Sizing map:
(3 px per µm)
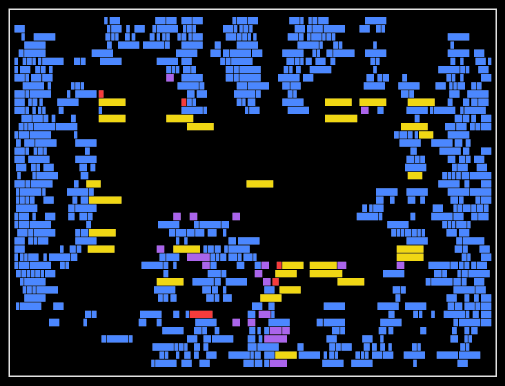
Pin placement:
(3 px per µm) Pins as bars across the die edge, other pins in gray.
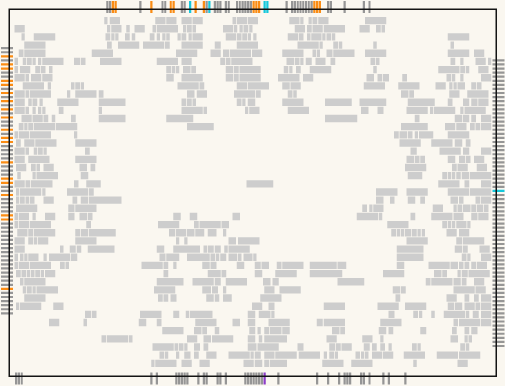
===== src/rtl/lsu_mem_stage_pkg.sv =====
// Shared types and constants for the memory-stage load/store unit.
package lsu_mem_stage_pkg;

   localparam int unsigned DATA_W = 32;
   localparam int unsigned STRB_W = DATA_W / 8;
   localparam int unsigned F3_W   = 3;
   localparam int unsigned REG_W  = 5;

   typedef enum logic {
      S_IDLE = 1'b0,
      S_BUSY = 1'b1
   } state_e;

   // funct3 encodings for loads and stores
   localparam logic [F3_W-1:0] F3_LB  = 3'b000;
   localparam logic [F3_W-1:0] F3_LH  = 3'b001;
   localparam logic [F3_W-1:0] F3_LW  = 3'b010;
   localparam logic [F3_W-1:0] F3_LBU = 3'b100;
   localparam logic [F3_W-1:0] F3_LHU = 3'b101;
   localparam logic [F3_W-1:0] F3_SB  = 3'b000;
   localparam logic [F3_W-1:0] F3_SH  = 3'b001;
   localparam logic [F3_W-1:0] F3_SW  = 3'b010;

endpackage


===== src/rtl/lsu_mem_stage_if.sv =====
// Data-memory request/acknowledge bus between the LSU (master) and memory (slave).
interface lsu_mem_stage_if;
   import lsu_mem_stage_pkg::*;

   logic              mem_req;
   logic              mem_we;
   logic [DATA_W-1:0] mem_addr;
   logic [DATA_W-1:0] mem_wdata;
   logic [STRB_W-1:0] mem_wstrb;
   logic              mem_ack;
   logic [DATA_W-1:0] mem_rdata;

   modport master (
      output mem_req, mem_we, mem_addr, mem_wdata, mem_wstrb,
      input  mem_ack, mem_rdata
   );

   modport slave (
      input  mem_req, mem_we, mem_addr, mem_wdata, mem_wstrb,
      output mem_ack, mem_rdata
   );

endinterface


===== src/rtl/lsu_mem_stage_align.sv =====
// lsu_align: store lane/strobe generation, load extraction/extension, misalign detect.
// Sub-word accesses exist only when LSU_SUBWORD_EN is defined; otherwise every
// access is a word access on a word-aligned address.
module lsu_align
   import lsu_mem_stage_pkg::*;
(
   input  logic [DATA_W-1:0] i_addr,
   input  logic [DATA_W-1:0] i_store_data,
   input  logic [F3_W-1:0]   i_funct3,
   input  logic [1:0]        i_ld_offset,
   input  logic [F3_W-1:0]   i_ld_funct3,
   input  logic [DATA_W-1:0] i_rdata,
   output logic [DATA_W-1:0] o_addr_c,
   output logic [DATA_W-1:0] o_wdata_c,
   output logic [STRB_W-1:0] o_wstrb_c,
   output logic              o_misalign_c,
   output logic [DATA_W-1:0] o_ld_data_c
);

`ifdef LSU_SUBWORD_EN
   logic [7:0]  w_byte;
   logic [15:0] w_half;
   logic        w_unused;

   assign w_unused = i_funct3[2];

   // store lane replication, byte enables and alignment check
   always_comb begin
      o_addr_c     = i_addr;
      o_wdata_c    = i_store_data;
      o_wstrb_c    = 4'b1111;
      o_misalign_c = 1'b0;
      case (i_funct3[1:0])
         2'b00: begin
            o_wdata_c = {4{i_store_data[7:0]}};
            o_wstrb_c = 4'b0001 << i_addr[1:0];
         end
         2'b01: begin
            o_wdata_c    = {2{i_store_data[15:0]}};
            o_wstrb_c    = 4'b0011 << i_addr[1:0];
            o_misalign_c = i_addr[0];
         end
         default: o_misalign_c = |i_addr[1:0];
      endcase
   end

   assign w_byte = i_rdata[{i_ld_offset, 3'b000} +: 8];
   assign w_half = i_rdata[{i_ld_offset[1], 4'b0000} +: 16];

   // load lane extraction with sign/zero extension
   always_comb begin
      o_ld_data_c = i_rdata;
      case (i_ld_funct3)
         F3_LB:   o_ld_data_c = {{24{w_byte[7]}}, w_byte};
         F3_LH:   o_ld_data_c = {{16{w_half[15]}}, w_half};
         F3_LBU:  o_ld_data_c = {24'd0, w_byte};
         F3_LHU:  o_ld_data_c = {16'd0, w_half};
         default: o_ld_data_c = i_rdata;
      endcase
   end
`else
   logic w_unused;

   assign w_unused     = ^{i_addr[1:0], i_funct3, i_ld_offset, i_ld_funct3};
   assign o_addr_c     = {i_addr[DATA_W-1:2], 2'b00};
   assign o_wdata_c    = i_store_data;
   assign o_wstrb_c    = 4'b1111;
   assign o_misalign_c = 1'b0;
   assign o_ld_data_c  = i_rdata;
`endif

endmodule


===== src/rtl/lsu_mem_stage.sv =====
// Memory-stage LSU: captures EX results, runs one memory transaction at a
// time and emits a one-cycle write-back pulse. Optional sub-word support is
// enabled by defining LSU_SUBWORD_EN.
module lsu_mem_stage
   import lsu_mem_stage_pkg::*;
#(
   parameter int unsigned ACK_TIMEOUT = 255
)(
   input  logic              clk,
   input  logic              rstn,
   input  logic              valid_ex,
   input  logic              alu_ready,
   input  logic [DATA_W-1:0] alu_result_ex,
   input  logic [DATA_W-1:0] store_data_ex,
   input  logic              mem_read_ex,
   input  logic              mem_write_ex,
   input  logic [F3_W-1:0]   funct3_ex,
   input  logic [REG_W-1:0]  rd_ex,
   input  logic              reg_write_ex,
   output logic              data_ready_mem,
   lsu_mem_stage_if.master   mem,
   output logic              valid_wb,
   output logic [DATA_W-1:0] result_wb,
   output logic [REG_W-1:0]  rd_wb,
   output logic              reg_write_wb,
   output logic              bus_err,
   output logic              misalign
);

   localparam int unsigned CNT_W  = (ACK_TIMEOUT < 2) ? 1 : $clog2(ACK_TIMEOUT + 1);
   localparam int unsigned TMO_M1 = (ACK_TIMEOUT == 0) ? 0 : ACK_TIMEOUT - 1;

   state_e            r_state, w_state_nxt;
   logic              r_ready;
   logic [CNT_W-1:0]  r_cnt, w_cnt_nxt;
   logic              r_req, w_req_nxt;
   logic              r_we, w_we_nxt;
   logic [DATA_W-1:0] r_addr, w_addr_nxt;
   logic [DATA_W-1:0] r_wdata, w_wdata_nxt;
   logic [STRB_W-1:0] r_wstrb, w_wstrb_nxt;
   logic [F3_W-1:0]   r_f3, w_f3_nxt;
   logic [REG_W-1:0]  r_rd, w_rd_nxt;
   logic              r_valid_wb, w_valid_nxt;
   logic [DATA_W-1:0] r_result_wb, w_result_nxt;
   logic [REG_W-1:0]  r_rd_wb, w_rd_wb_nxt;
   logic              r_regw_wb, w_regw_nxt;
   logic              r_bus_err, w_err_nxt;
   logic              r_misalign, w_mis_nxt;

   logic              w_capture, w_is_mem, w_start, w_ack, w_timeout;
   logic [DATA_W-1:0] w_addr_c, w_wdata_c, w_ld_data_c;
   logic [STRB_W-1:0] w_wstrb_c;
   logic              w_misalign_c;

   lsu_align u_align (
      .i_addr       (alu_result_ex),
      .i_store_data (store_data_ex),
      .i_funct3     (funct3_ex),
      .i_ld_offset  (r_addr[1:0]),
      .i_ld_funct3  (r_f3),
      .i_rdata      (mem.mem_rdata),
      .o_addr_c     (w_addr_c),
      .o_wdata_c    (w_wdata_c),
      .o_wstrb_c    (w_wstrb_c),
      .o_misalign_c (w_misalign_c),
      .o_ld_data_c  (w_ld_data_c)
   );

   assign w_capture = (r_state == S_IDLE) && valid_ex && alu_ready;
   assign w_is_mem  = mem_read_ex || mem_write_ex;
   assign w_start   = w_capture && w_is_mem && !w_misalign_c;
   assign w_ack     = (r_state == S_BUSY) && mem.mem_ack;
   // an ack in the timeout cycle takes priority over the abort
   assign w_timeout = (r_state == S_BUSY) && !mem.mem_ack && (ACK_TIMEOUT != 0)
                      && (r_cnt == CNT_W'(TMO_M1));

   // state register
   always_ff @(posedge clk) begin
      if (!rstn) r_state <= S_IDLE;
      else       r_state <= w_state_nxt;
   end

   // next-state logic
   always_comb begin
      w_state_nxt = r_state;
      case (r_state)
         S_IDLE: if (w_start) w_state_nxt = S_BUSY;
         S_BUSY: if (w_ack || w_timeout) w_state_nxt = S_IDLE;
         default: w_state_nxt = S_IDLE;
      endcase
   end

   // next values of bus, write-back and bookkeeping registers
   always_comb begin
      w_cnt_nxt    = r_cnt;
      w_req_nxt    = r_req;
      w_we_nxt     = r_we;
      w_addr_nxt   = r_addr;
      w_wdata_nxt  = r_wdata;
      w_wstrb_nxt  = r_wstrb;
      w_f3_nxt     = r_f3;
      w_rd_nxt     = r_rd;
      w_valid_nxt  = 1'b0;
      w_result_nxt = r_result_wb;
      w_rd_wb_nxt  = r_rd_wb;
      w_regw_nxt   = 1'b0;
      w_err_nxt    = 1'b0;
      w_mis_nxt    = 1'b0;
      case (r_state)
         S_IDLE: begin
            if (w_capture && !w_is_mem) begin
               w_valid_nxt  = 1'b1;
               w_result_nxt = alu_result_ex;
               w_rd_wb_nxt  = rd_ex;
               w_regw_nxt   = reg_write_ex;
            end else if (w_capture && w_misalign_c) begin
               w_valid_nxt  = 1'b1;
               w_mis_nxt    = 1'b1;
               w_result_nxt = '0;
               w_rd_wb_nxt  = rd_ex;
            end else if (w_start) begin
               w_req_nxt   = 1'b1;
               w_we_nxt    = !mem_read_ex;
               w_addr_nxt  = w_addr_c;
               w_wdata_nxt = w_wdata_c;
               w_wstrb_nxt = w_wstrb_c;
               w_f3_nxt    = funct3_ex;
               w_rd_nxt    = rd_ex;
               w_cnt_nxt   = '0;
            end
         end
         S_BUSY: begin
            if (w_ack) begin
               w_req_nxt    = 1'b0;
               w_valid_nxt  = 1'b1;
               w_rd_wb_nxt  = r_rd;
               w_regw_nxt   = !r_we;
               w_result_nxt = r_we ? '0 : w_ld_data_c;
            end else if (w_timeout) begin
               w_req_nxt    = 1'b0;
               w_valid_nxt  = 1'b1;
               w_err_nxt    = 1'b1;
               w_rd_wb_nxt  = r_rd;
               w_result_nxt = '0;
            end else begin
               w_cnt_nxt = r_cnt + CNT_W'(1);
            end
         end
         default: w_req_nxt = 1'b0;
      endcase
   end

   // registered outputs and datapath
   always_ff @(posedge clk) begin
      if (!rstn) begin
         r_ready     <= 1'b1;
         r_cnt       <= '0;
         r_req       <= 1'b0;
         r_we        <= 1'b0;
         r_addr      <= '0;
         r_wdata     <= '0;
         r_wstrb     <= '0;
         r_f3        <= '0;
         r_rd        <= '0;
         r_valid_wb  <= 1'b0;
         r_result_wb <= '0;
         r_rd_wb     <= '0;
         r_regw_wb   <= 1'b0;
         r_bus_err   <= 1'b0;
         r_misalign  <= 1'b0;
      end else begin
         r_ready     <= (w_state_nxt == S_IDLE);
         r_cnt       <= w_cnt_nxt;
         r_req       <= w_req_nxt;
         r_we        <= w_we_nxt;
         r_addr      <= w_addr_nxt;
         r_wdata     <= w_wdata_nxt;
         r_wstrb     <= w_wstrb_nxt;
         r_f3        <= w_f3_nxt;
         r_rd        <= w_rd_nxt;
         r_valid_wb  <= w_valid_nxt;
         r_result_wb <= w_result_nxt;
         r_rd_wb     <= w_rd_wb_nxt;
         r_regw_wb   <= w_regw_nxt;
         r_bus_err   <= w_err_nxt;
         r_misalign  <= w_mis_nxt;
      end
   end

   assign data_ready_mem = r_ready;
   assign mem.mem_req    = r_req;
   assign mem.mem_we     = r_we;
   assign mem.mem_addr   = r_addr;
   assign mem.mem_wdata  = r_wdata;
   assign mem.mem_wstrb  = r_wstrb;
   assign valid_wb       = r_valid_wb;
   assign result_wb      = r_result_wb;
   assign rd_wb          = r_rd_wb;
   assign reg_write_wb   = r_regw_wb;
   assign bus_err        = r_bus_err;
   assign misalign       = r_misalign;

endmodule


===== src/flat_wrapper.sv =====
// flat-port wrapper written by rule: the top's interface ports become plain ports
module lsu_mem_stage_flat import lsu_mem_stage_pkg::*;
#(
   parameter int unsigned ACK_TIMEOUT = 255
)
  (clk, rstn, valid_ex, alu_ready, alu_result_ex, store_data_ex, mem_read_ex, mem_write_ex, funct3_ex, rd_ex, reg_write_ex, data_ready_mem, valid_wb, result_wb, rd_wb, reg_write_wb, bus_err, misalign, mem_mem_req, mem_mem_we, mem_mem_addr, mem_mem_wdata, mem_mem_wstrb, mem_mem_ack, mem_mem_rdata);
  lsu_mem_stage_if mem_i ();
  input  logic clk;
  input  logic rstn;
  input  logic valid_ex;
  input  logic alu_ready;
  input  logic [DATA_W-1:0] alu_result_ex;
  input  logic [DATA_W-1:0] store_data_ex;
  input  logic mem_read_ex;
  input  logic mem_write_ex;
  input  logic [F3_W-1:0] funct3_ex;
  input  logic [REG_W-1:0] rd_ex;
  input  logic reg_write_ex;
  output logic data_ready_mem;
  output logic valid_wb;
  output logic [DATA_W-1:0] result_wb;
  output logic [REG_W-1:0] rd_wb;
  output logic reg_write_wb;
  output logic bus_err;
  output logic misalign;
  output wire logic [$bits(mem_i.mem_req)-1:0] mem_mem_req;
  output wire logic [$bits(mem_i.mem_we)-1:0] mem_mem_we;
  output wire logic [$bits(mem_i.mem_addr)-1:0] mem_mem_addr;
  output wire logic [$bits(mem_i.mem_wdata)-1:0] mem_mem_wdata;
  output wire logic [$bits(mem_i.mem_wstrb)-1:0] mem_mem_wstrb;
  input wire logic [$bits(mem_i.mem_ack)-1:0] mem_mem_ack;
  input wire logic [$bits(mem_i.mem_rdata)-1:0] mem_mem_rdata;
  assign mem_mem_req = mem_i.mem_req;
  assign mem_mem_we = mem_i.mem_we;
  assign mem_mem_addr = mem_i.mem_addr;
  assign mem_mem_wdata = mem_i.mem_wdata;
  assign mem_mem_wstrb = mem_i.mem_wstrb;
  assign mem_i.mem_ack = mem_mem_ack;
  assign mem_i.mem_rdata = mem_mem_rdata;
  lsu_mem_stage #(.ACK_TIMEOUT(ACK_TIMEOUT)) u_core (.clk(clk), .rstn(rstn), .valid_ex(valid_ex), .alu_ready(alu_ready), .alu_result_ex(alu_result_ex), .store_data_ex(store_data_ex), .mem_read_ex(mem_read_ex), .mem_write_ex(mem_write_ex), .funct3_ex(funct3_ex), .rd_ex(rd_ex), .reg_write_ex(reg_write_ex), .data_ready_mem(data_ready_mem), .mem(mem_i), .valid_wb(valid_wb), .result_wb(result_wb), .rd_wb(rd_wb), .reg_write_wb(reg_write_wb), .bus_err(bus_err), .misalign(misalign));
endmodule

===== config.mk =====
export PLATFORM = sky130hd
export DESIGN_NAME = lsu_mem_stage_flat
export DESIGN_NICKNAME = d
export VERILOG_FILES = /design/src/rtl/lsu_mem_stage_pkg.sv /design/src/rtl/lsu_mem_stage_if.sv /design/src/rtl/lsu_mem_stage_align.sv /design/src/rtl/lsu_mem_stage.sv /design/src/flat_wrapper.sv
export SDC_FILE = /design/constraint.sdc
export NUM_CORES = 1
export LEC_CHECK = 0
export CAP_MARGIN = 10
export CORE_ASPECT_RATIO = 0.75
export CORE_UTILIZATION = 25
export CTS_CLUSTER_SIZE = 25
export DETAILED_ROUTE_END_ITERATION = 8
export DONT_BUFFER_PORTS = 1
export HOLD_SLACK_MARGIN = 0.15
export PLACE_DENSITY = 0.42
export SYNTH_ARGS = -nofsm -noshare
export SYNTH_HDL_FRONTEND = slang
export SYNTH_SLANG_ARGS = --single-unit
export TNS_END_PERCENT = 50

===== constraint.sdc =====
create_clock -name clk -period 2.45 [get_ports clk]
set_clock_uncertainty 0.2 [all_clocks]
set_input_delay 0.49 -clock clk [delete_from_list [all_inputs] [get_ports clk]]
set_output_delay 0.49 -clock clk [all_outputs]
set_load 0.02 [all_outputs]

==> ci_impl_report.md <==
## Synthesis and layout report

| Metric | Value |
|---|---|
| Beginning of the worst hold path | mem_mem_ack |
| CP max stage delay | 620 ps |
| First DRT Iteration DRCs | roughly 240 |
| FILL cells | roughly 1,900 |
| Max-cap check violation count | 0 |
| Drt wl/cell | around 17 µm |
| Reg2reg start | u_core.r_state |
| Met2 GRT Util | 0.266 |
| Worst setup endpoint | u_core.mem.mem_we |
| Non-clock buffer count | about 120 |
| Comb. pwr | 0.000489 W |
| R2r setup slk | approximately 280 ps |
| Aoi share | 0.195 |
| WL met2 | between 7000 and 8000 µm |
| Total chip power | 0.00531 W |
| Placed Instances | between 700 and 800 |
| Outcome | completed |
| Clock Power Share | 0.489 |
| List of most frequent post-synthesis cells | nand2_1, dfxtp_1, a21oi_1 |
| Sequential power | 0.00222 W |
| Syn. warnings | 0 |
| Crit path required time | around 2600 ps |
| RSZ-0062 raised after global routing | false |
| Worst hold path class | input port to flop |
| Die area | 19,700 µm² |
| DRT antenna net count | 0 |
| Leakage Power | about 2.3 nW |
| Largest logic family | simple AND/OR/NAND/NOR gates |
| Grt met1 use | 0.173 |
| Top-area cell share | 0.502 |
| Pin count of the biggest net entering global routing | roughly 110 |
| Nets@finish | around 780 |
| Actual slew at the worst max-slew pin | about 800 ps |
| Tool warnings | 32 |
| Clk buf depth | 2 |
| Clock latency on the worst-skew pair | roughly 400 ps |
| CTS tree | done |
| Post-synth EDFFs | 0 |
| Minimum clock period | about 2200 ps |
| Initial antenna violation count | 0 |
| Slew HR | 0.467 |
| Tapcell Cnt | 247 |
| Top power group | clock |
| Row Count | approximately 43 |
| Hold Path Sink | u_core.mem.mem_req |
| Drt pass-1 iters | 6 |
| Flop pwr share | 0.419 |
| # diodes | 0 |
| Slowest stage cell, crit path | dlygate4sd3_1 |
| Ys flop type | dfxtp_1 |
| Yosys Chip Area | around 4800 µm² |
| Most frequent logic cell in the layout | nand2_1 |
| Mapped Avg Cell Area | 8.16 µm² |
| Net Sw Power | between 0.001 and 0.0015 W |
| CP Class | flop to flop |
| Switch share | 0.253 |
| Clk cell area share | 0.0920 |
| Mapped Area | about 4800 µm² |
| CP max FO | 21 |
| R2R cell count | 5 |
| Unique masters post-synth | 35 |
| Core area | 18,600 µm² |
| CP endpoint kind | flop |
| H-tree Lvls | 4 |
| Top Metal Used | met4 |
| Xor/xnor share | 0 |
| And+or+nand+nor area frac | 0.230 |
| Worst vdd ir | 0.317 mV |
| Logic area | around 2200 µm² |
| Pint | roughly 0.0040 W |
| Sequential element share of the synthesized area | 0.502 |
| Residual DRC | 0 |
| RD Place Congestion | roughly 0.75 |
| CP delay by family, top | buffers and inverters |
| R2r endpoint | u_core.mem.mem_we |
| Power per cell area | between 700 and 800 nW/µm² |
| Post-Route M1 WL | between 6000 and 7000 µm |
| Flops after synth | about 120 |
| Count leader, synth | nand2_1 |
| Post-DP HPWL | slightly above 9000 µm |
| Clock net power | approximately 0.0026 W |
| Hold buffers post-CTS | 102 |
| Cts repair resizes | 0 |
| CTS Sinks | ~120 |
| Met3 GRT Util | 0.0647 |
| Top post-synthesis cells by area | dfxtp_1, nand2_1, a21oi_1, a211oi_1, nor2b_1 |
| Worst-path cell chain | buf_4 -> and3b_1 -> a21oi_1 -> a211oi_1 -> dlygate4sd3_1 |
| Worst path bufs/invs | 2 |
| Sequential Area | 2400 µm² |
| Yosys stat cell total | 587 |
| Root Driver | clkbuf_16 |
| Sequential cell area share | 0.359 |
| Cts bufs inserted | 17 |
| Final global-route overflow total | 0 |
| Share of cells above drive strength 1 | 0.0776 |
| Comb/total area | 0.324 |
| Avg Vias per Cell | 4.85 |
| Fp util | 0.257 |
| Largest cell class | sequential cells |
| Asr flop ratio synth | 0 |
| CP startpoint | u_core.r_state |
| Total vias in the final route | between 4,000 and 5,000 |
| Registers | between 100 and 150 |
| Met3 Routed Length | between 1500 and 2000 µm |
| Vias in the first global route | 4,539 |
| Critical path depth | 5 |
| Fin crit share | 0.887 |
| Top Layout Cells | nand2_1, dfxtp_1, a21oi_1, dlygate4sd3_1, a211oi_1 |
| Mux share | 0.0105 |
| Max Slew Vio Count | 0 |
| First-pass GRT wire length | 23,500 µm |
| Endpoints failing hold | 0 |
| Critical path startpoint category | flop |
| Depth of the worst hold-timing path | 3 |
| Non-clock buffer share | 0.177 |
| GRT busiest layer | met2 |
| Post-Synth Adder-Cell Area | 0.00523 |
| Final wirelength | approximately 16,000 µm |
| Max Freq | 460 MHz |
| Clock buffer count | 21 |
| Non-Filler Instances | a little over 900 |
| Worst hold slack | ~210 ps |
| Clock slew at reported path FFs | 60 ps |
| Invs w/o clock | 4 |
| Arrival time worst endpoint | between 2000 and 2500 ps |
| IO Count | between 200 and 250 |
| Post-layout util | 0.360 |
| Setup Fix Bufs, Post-CTS | 0 |
| Cell taking the most area after synthesis | dfxtp_1 |
| Setup TNS | 0 ps |
| Comb pwr share | 0.092 |
Notes on 'sizing map' above:
| color | size | cells |
|---|---|---|
| yellow | x6 and larger | 28 |
| blue | x1 and smaller | 630 |
| purple | x3 and x4 | 20 |
| red | x2 | 5 |
Area Overhead vs Synth: 40.0%
Finished Cell Area: 6700 µm²

Notes on 'pin placement' above:
| color | port | pins | direction | edge |
|---|---|---|---|---|
| orange | mem_mem_wdata | 32 | output | 19 left, 13 top |
| cyan | rd_wb | 5 | output | 4 top, 1 right |
| purple | mem_mem_we | 1 | output | bottom |
all pins by edge: 71 right, 66 left, 50 top, 37 bottom
Die W: 162 µm
Die Y: 122 µm
IO Port Bufs: 0

[through the flow]
stage	worst slack, ps	area, µm²
after global placement	359	5070
after CTS	376	6700
final	276	6700
after global routing	236	6700
after detailed placement	286	5070
after floorplan	563	4800
[sequential cells by signal (all words and copies together), names as in the netlist]
register / cells
u_core.mem.mem_wdata: 32
u_core.result_wb: 32
u_core.mem.mem_addr: 30
u_core.r_cnt: 8
u_core.r_rd: 5
u_core.rd_wb: 5
u_core.bus_err: 1
u_core.data_ready_mem: 1
u_core.mem.mem_req: 1
u_core.mem.mem_we: 1
u_core.mem.mem_wstrb: 1
u_core.r_state: 1
u_core.reg_write_wb: 1
u_core.valid_wb: 1
Power and IR drop assume default switching activity.
